Figure 1. A small window of the routed layout (run 1).
Region (69, 69) to (94, 94) µm. Cells in grey, sequential cells in the stronger grey; small squares are vias.
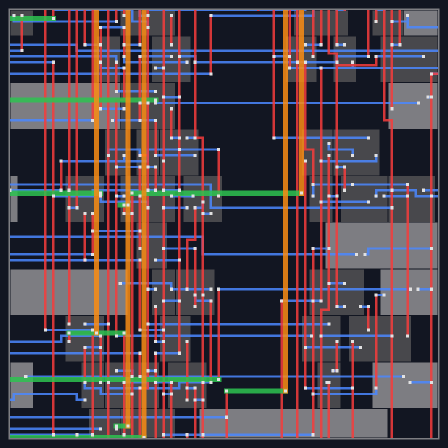
Figure 2. Track usage over the die (run 1).
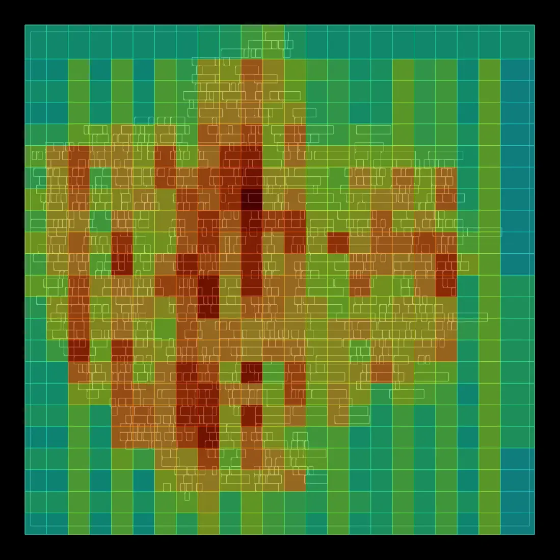
Figure 3. Where the registers sit (run 1).
Drawn at 2 px/µm.
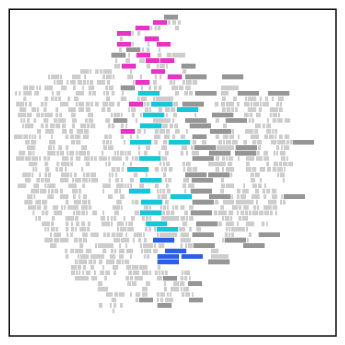
Figure 4. The metal 2 layer (run 1).
Drawn at 2 px/µm.
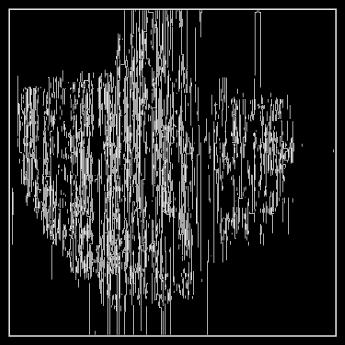
==> config.mk <==
export PLATFORM = sky130hd
export DESIGN_NAME = seq_alu
export DESIGN_NICKNAME = d
export VERILOG_FILES = /design/src/rtl/alu_pkg.sv /design/src/rtl/alu_comb.sv /design/src/rtl/seq_alu.sv
export SDC_FILE = /design/constraint.sdc
export NUM_CORES = 1
export LEC_CHECK = 0
export CORE_MARGIN = 1.5
export CORE_UTILIZATION = 30
export CTS_CLUSTER_SIZE = 30
export DETAILED_ROUTE_END_ITERATION = 6
export DONT_BUFFER_PORTS = 1
export HOLD_SLACK_MARGIN = 0.1
export SLEW_MARGIN = 20
export SYNTH_ARGS = -nofsm -noshare
export SYNTH_HDL_FRONTEND = slang
export SYNTH_SLANG_ARGS = --single-unit
==> constraint.sdc <==
create_clock -name clk -period 5.51 [get_ports clk]
set_input_delay 0.551 -clock clk [delete_from_list [all_inputs] [get_ports clk]]
set_output_delay 0.551 -clock clk [all_outputs]
set_load 0.03 [all_outputs]
==> results_dict.tcl, run 1 <==
# implementation run metrics
set metrics [dict create \
    grt_first_pass_wirelength_mm 38.8 \
    cts_setup_buffers 0 \
    drc 0 \
    ctsHoldBuffers 0 \
    diodes 0 \
    die_h_um 163 \
    cp_max_fo 20 \
    status "finished, final reports clean" \
    yosysWarnings 0 \
    cts_buffer_depth 2 \
    top_area_cell "edfxtp_1" \
    drt_iter0_markers 475 \
    path_class "reg -> reg" \
    start_kind "register" \
    die_w_um 163 \
    power_density_nw_per_um2 199 \
    netlist-cell-type-count 83 \
    ant_nets 0 \
    synthArstFlopShare_pct 0 \
    whs_path_depth 1 \
    clock_latency_ns 0.34 \
    crit_required_ns 5.72 \
    endpoint_kind "register" \
    vdd_ir_drop_max_uv 130 \
    cts.sinks 80 \
    synth_cells 951 \
    totalPowerFinal_mw 1.64 \
    period_needed_ns 3.55 \
    areaGrowthSynthToFinish_pct 7.46 \
    max_cap_viol_count 0 \
    firstDrtPassIters 7 \
    numSynthFlops 80 \
    instances_no_fill 1247 \
    clock_skew_ns 0.0116 \
    fin_crit_sh_pct 64.4 \
    reg2reg_slack_ns 1.96 \
    top_cells_by_area "edfxtp_1 21%, ha_1 11%, dfxtp_1 7.1%" \
    io_buffers 0 \
    finalNetCount 1022 \
    ys_area_um2 7650 \
    hold_path_class "in -> reg" \
    postSynthAreaPerCell_um2 8.04 \
    slew_viol_final 0 \
    ios 65 \
    syn-cell-area_um2 7650 \
    place_hpwl_mm 18.9 \
    numCtsBuffers 9 \
    yosys.stat.seqShare_pct 27.9 \
    drive_above_1_share_pct 5.56 \
    finalSetupViolations 0 \
    via_per_inst 5.71 \
    overflow 0 \
    grt_max_degree 46 \
    worstRegToRegCells 12 \
    htreeDepth 3 \
    root_buffer "clkbuf_16" \
    critical_path_arrival_ns 3.76 \
    cts_resized 0 \
    max_freq_mhz 282 \
    rsz0062_at_grt "no" \
    synth.net_count 1061 \
    dp.cells 1231 \
    place_congestion 0.884 \
    edf_count 53 \
    chipArea_um2 26500 \
    ff_type "edfxtp_1" \
    core-area_um2 25100 \
    tightest_slew_ns 1.13 \
    ys_cells 951 \
    antenna_found_initial 0 \
    warnings 43 \
    hold_viol_final 0 \
    p_leak_nw 3.14 \
    clkTransAtPathRegs_ns 0.07 \
    fp_util_pct 30.5 \
    rows 58 \
    fin_tns_setup_ns 0 \
    post_drt_wl_per_cell_um 19.9 \
    top_area_share_pct 20.8 \
    relSlewSlack_pct 23.5 \
    cts_tree "done" \
    grt_pass1_vias 6777 \
]
About Figure 1:
[red] M2
[green] M3
[blue] M1
[orange] M4
sequential cells in the window: 4
most frequent: nor2_1 (7), o22ai_1 (6), a21oi_1 (5)
cells with their middle in the window: 41

About Figure 2:
grt met3 use: 3.21%
Global Route met1 Usage: 24.2%
fin util: 32.7%
Top Usage Layer GRT: met2
Tot GR Track Use: 18.9%

About Figure 3:
[cyan] sh_q | sequential cells: 16 | where: centre
[magenta] y | sequential cells: 15 | where: north
[blue] op_q | sequential cells: 5 | where: south
not coloured: 44
sequential power: 706 µW
Seq area share: 25.9%
FF+latch area: 2130 µm²

About Figure 4:
main direction: vertical
share of all routed wire: 46%
nets with wire on the layer: 801
longest straight run: 70.7 µm
WL final: 24.8 mm
via count: 7116
GRT met2 Usage: 31.3%

-- run 1: routing by layer --
layer	global-route usage, %	share of wire [%]	routed length, µm
met2	31.3	46	11500
met1	24.2	43	10700
met3	3.21	6.6	1640
met5	0	0	0
met4	8.09	3.8	946
-- run 1: kinds of logic after synthesis --
logic type | Yosys count | synth area share [%]
DFF | 80 | 27.9
xor gates and xnor gates | 14 | 1.60
muxes | 20 | 2.85
and+or+nand+nor | 353 | 24.2
buffers and inverters | 116 | 6.04
AOI/OAI and AO/OA | 300 | 26.1
adders and majority gates | 68 | 11.4
-- run 1: Yosys cell counts (11+ instances only) --
library cell / count
nor2_1: 103
a21oi_1: 83
nand2_1: 71
ha_1: 65
edfxtp_1: 53
inv_1: 52
clkbuf_1: 45
o21ai_0: 41
and2_1: 29
dfxtp_1: 27
or3_1: 22
o22ai_1: 19
nand3_1: 17
a221oi_1: 16
mux2i_1: 15
nand2b_1: 15
nor3_1: 15
o211ai_1: 15
a31oi_1: 13
buf_2: 12
o21ai_1: 12
a211oi_1: 11
nor2b_1: 11
nor3b_1: 11
-- run 1: cells in the final DEF, fill, tap and decap left out, types with 14 or more instances in the layout --
cell,n
a21oi_1,83
a221oi_1,16
and2_1,28
buf_4,14
dfxtp_1,27
edfxtp_1,53
ha_1,65
inv_1,52
mux2i_1,15
nand2_1,71
nand2b_1,15
nand3_1,17
nor2_1,102
nor3_1,15
o211ai_1,15
o21ai_0,40
o22ai_1,19
or3_1,22
-- run 1: through the flow --
step / util [%] / setup slack [ns] / hold slack [ns] / instance area, µm²
after global routing: 32.7 / 1.53 / 0.268 / 8220
after detailed placement: 31.5 / 1.68 / 0.492 / 7910
final: 32.7 / 1.96 / 0.284 / 8220
after CTS: 32.7 / 1.88 / 0.267 / 8210
after floorplan: - / 1.43 / 0.472 / 7650
after global placement: 31.5 / 1.75 / 0.485 / 7910
-- run 1: final cells by class --
class / count / area, µm²
multi-input combinational: 755 / 5080
sequential: 80 / 2130
tap: 330 / 413
timing repair buffer: 14 / 105
inverter: 52 / 195
clock buffer: 9 / 225
fill: 2743 / 16900
clock inverter: 7 / 71.3
-- run 1: where the power goes --
| part | leakage [nW] | switching (mW) | total [mW] | internal, mW |
|---|---|---|---|---|
| combinational | 2.29 | 0.201 | 0.333 | 0.132 |
| sequential | 0.707 | 0.0409 | 0.706 | 0.665 |
| clock | 0.148 | 0.279 | 0.600 | 0.321 |
-- run 1: worst max-delay path, stage by stage, from the launching register on --
cell       delay (ns)
edfxtp_1         0.66
and2_1           0.20
ha_1             0.18
inv_1            0.06
fa_1             0.40
nor2b_1          0.16
o31a_1           0.22
a21oi_1          0.07
or3b_1           0.37
a2111oi_0        0.43
nand4_1          0.16
o41ai_1          0.36
o31ai_1          0.12
Figure 5. Cells by drive strength (run 1).
Drawn at 3 px/µm.
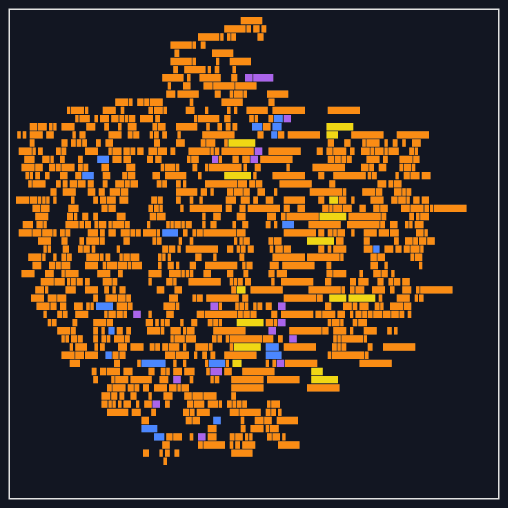

==> run 2: changes to the inputs <==
==> constraint.sdc (replaced) <==
create_clock -name clk -period 3.5 [get_ports clk]
set_input_delay 0.35 -clock clk [delete_from_list [all_inputs] [get_ports clk]]
set_output_delay 0.35 -clock clk [all_outputs]
set_load 0.03 [all_outputs]
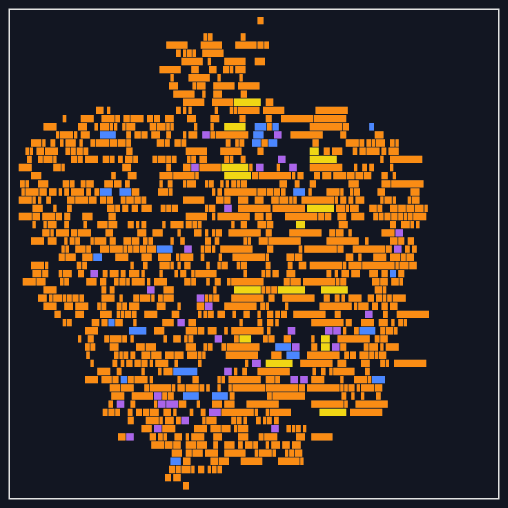
Figure 6: run 2, cells by drive strength.
Drawn at 3 px/µm.
[purple] x3 and x4 | cells: 35
[yellow] x6 and larger | cells: 16
[orange] x1 and smaller | cells: 883
[blue] x2 | cells: 24
Non-CTS buffers: 55
cell area after layout: 8620 µm²
Area Overhead vs Synth: 12.7%

==> results_dict.tcl, run 2 <==
# implementation run metrics
set metrics [dict create \
    drc 0 \
    power_density_nw_per_um2 308 \
    hold_viol_final 0 \
    clkTransAtPathRegs_ns 0.07 \
    top_cells_by_count "103 x nor2_1, 83 x a21oi_1, 71 x nand2_1, 65 x ha_1, 53 x edfxtp_1" \
    cp_max_fo 5 \
    fin_crit_sh_pct 92.8 \
    edf_count 53 \
    synthArstFlopShare_pct 0 \
    crit_required_ns 3.73 \
    ios 65 \
    path_buffers 3 \
    cpMostUsedCell "buf_4" \
    yosysWarnings 0 \
    rows 58 \
    reg2reg_slack_ns 0.25 \
    use_met1_pct 25.0 \
    path_class "reg -> reg" \
    relSlewSlack_pct 39.1 \
    hold_path_class "in -> reg" \
    ant_nets 0 \
    drt_iter0_markers 530 \
    busiest_layer "met2" \
    grtUsageMet2_pct 31.8 \
    drive_above_1_share_pct 7.83 \
    totalPowerFinal_mw 2.65 \
    max_freq_mhz 308 \
    final_common_cell "nor2_1" \
    fin_tns_setup_ns 0 \
    ys_cells 951 \
    place_congestion 0.882 \
    status "finished, final reports clean" \
    drt_wl_total_mm 25.9 \
    synth.net_count 1061 \
    vias 7301 \
    numSynthFlops 80 \
    htreeDepth 3 \
    io_buffers 0 \
    netlist-cell-type-count 83 \
    final_cell_mix "102 x nor2_1, 83 x a21oi_1, 71 x nand2_1, 65 x ha_1, 53 x edfxtp_1" \
    internal_power_mw 1.83 \
    postSynthAreaPerCell_um2 8.04 \
    clock_latency_ns 0.34 \
    syn-cell-area_um2 7650 \
    hold_ws_ns 0.129 \
    antenna_found_initial 3 \
    grt_pass1_vias 6866 \
    endpoint_kind "register" \
    chipArea_um2 26500 \
    fp_util_pct 30.5 \
    firstDrtPassIters 5 \
    swShare_pct 31.1 \
    power_frac_comb_pct 21.8 \
    numCtsBuffers 9 \
    max_cap_viol_count 0 \
    ff_type "edfxtp_1" \
    via_per_inst 5.66 \
    cts_buffer_depth 2 \
    p_leak_nw 3.34 \
    place_hpwl_mm 19.5 \
    core-area_um2 25100 \
    grt_max_degree 46 \
    top_cells_by_area "edfxtp_1 21%, ha_1 11%, dfxtp_1 7.1%" \
    cts_tree "done" \
    worstRegToRegCells 14 \
    grt_use_met3_pct 3.31 \
    seq_power_share_pct 41.9 \
    start_kind "register" \
    ys_area_um2 7650 \
    tightest_slew_ns 0.906 \
    die_w_um 163 \
    yosys.stat.seqShare_pct 27.9 \
    top_area_cell "edfxtp_1" \
    top_area_share_pct 20.8 \
    place_area_um2 8070 \
    clock_skew_ns 0.00940 \
    cts.sinks 80 \
    critical_path_arrival_ns 3.48 \
    finalNetCount 1063 \
    rsz0062_at_grt "no" \
    p_switching_uw 825 \
    grt.total_usage_pct 19.6 \
    period_needed_ns 3.25 \
    yosys.cell_count.top_type "nor2_1" \
    vdd_ir_drop_max_uv 316 \
    crit_cells 14 \
    cpPeakStageDelay_ns 0.40 \
    path_cells "and2_1 -> ha_1 -> inv_1 -> fa_1 -> nor2b_1 -> o31a_1 -> a21oi_1 -> or3b_1 -> a2111oi_2 -> buf_4 -> nand4_1 -> o41ai_1 -> buf_4 -> o31ai_1" \
    crit_family "AND-OR/OR-AND gates" \
    die_h_um 163 \
    overflow 0 \
    warnings 43 \
    grt_first_pass_wirelength_mm 39.9 \
    root_buffer "clkbuf_16" \
    whs_path_depth 0 \
    clock_power_share_pct 36.3 \
    finalSetupViolations 0 \
    post_drt_wl_per_cell_um 20.1 \
    slew_viol_final 0 \
    post-route-util_pct 34.3 \
    synth_cells 951 \
    worst_path_max_delay_cell "fa_1" \
]
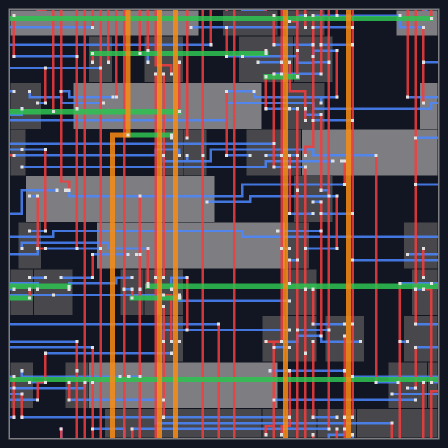
Figure 7: run 2, a small window of the routed layout.
Region (69, 69) to (94, 94) µm. Cells in grey, sequential cells in the stronger grey; small squares are vias.
[green] M3
[blue] M1
[red] M2
[orange] M4
cells with their middle in the window: 41
sequential cells in the window: 6
most frequent: nor2_1 (8), o22ai_1 (7), edfxtp_1 (6)

run 2: area by class of cell:
class / instances / area, µm²
fillers: 2668 / 16500
multi-input cells: 755 / 5090
flip-flops and latches: 80 / 2130
repair buffers: 55 / 475
well taps: 330 / 413
clock buffers: 10 / 250
inverters: 52 / 195
clock inverters: 6 / 55.1
diodes: 2 / 5.00
run 2: cell families (layout without fill, tap and decap cells):
family                   count (synthesis)  after routing  synth area share [%]
other                                    0              2                     0
AND-OR/OR-AND                          300            300                  26.1
buffers and inverters                  116            123                  6.04
XOR/XNOR                                14             14                  1.60
adder cells (fa/ha/maj)                 68             68                  11.4
AND/OR/NAND/NOR                        353            353                  24.2
multiplexers                            20             20                  2.85
flip-flops                              80             80                  27.9
run 2: worst reg2reg max path, stage by stage, from the launching register on:
cell and delay, ns:
edfxtp_1 0.33, and2_1 0.12, ha_1 0.20, inv_1 0.07, fa_1 0.41, nor2b_1 0.18
o31a_1 0.24, a21oi_1 0.08, or3b_1 0.39, a2111oi_2 0.21, buf_4 0.17, nand4_1 0.12
o41ai_1 0.39, buf_4 0.18, o31ai_1 0.05
run 2: what timing repair did:
action / 4_1_cts / 5_1_grt
setup endpoints to repair: 0 / 1
hold buffers: 21 / 1
gates resized: 0 / 3
buffers inserted: 0 / 2
hold endpoints to repair: 44 / 1
run 2: per-stage QoR:
step | setup WS [ns] | instances
after floorplan | 0.00519 | 951
after global placement | 0.212 | 1248
after detailed placement | 0.171 | 1248
after CTS | 0.164 | 1285
after global routing | 0.0443 | 1288
final | 0.251 | 1290
run 2: layer usage:
layer / part of all wire [%] / wire, µm
met1: 43 / 11200
met2: 46 / 11800
met3: 6.0 / 1560
met4: 5.0 / 1290
met5: 0 / 0
run 2: power by group through the flow:
stage          clock [mW]  sequential [mW]  combinational [mW]
6_report            0.963             1.11               0.578
5_1_grt              1.01             1.12               0.635
4_1_cts             0.976             1.11               0.570
3_5_place_dp            0             1.13               0.535
3_3_place_gp            0             1.13               0.530
2_1_floorplan           0             1.11               0.423
Power and IR drop assume default switching activity.
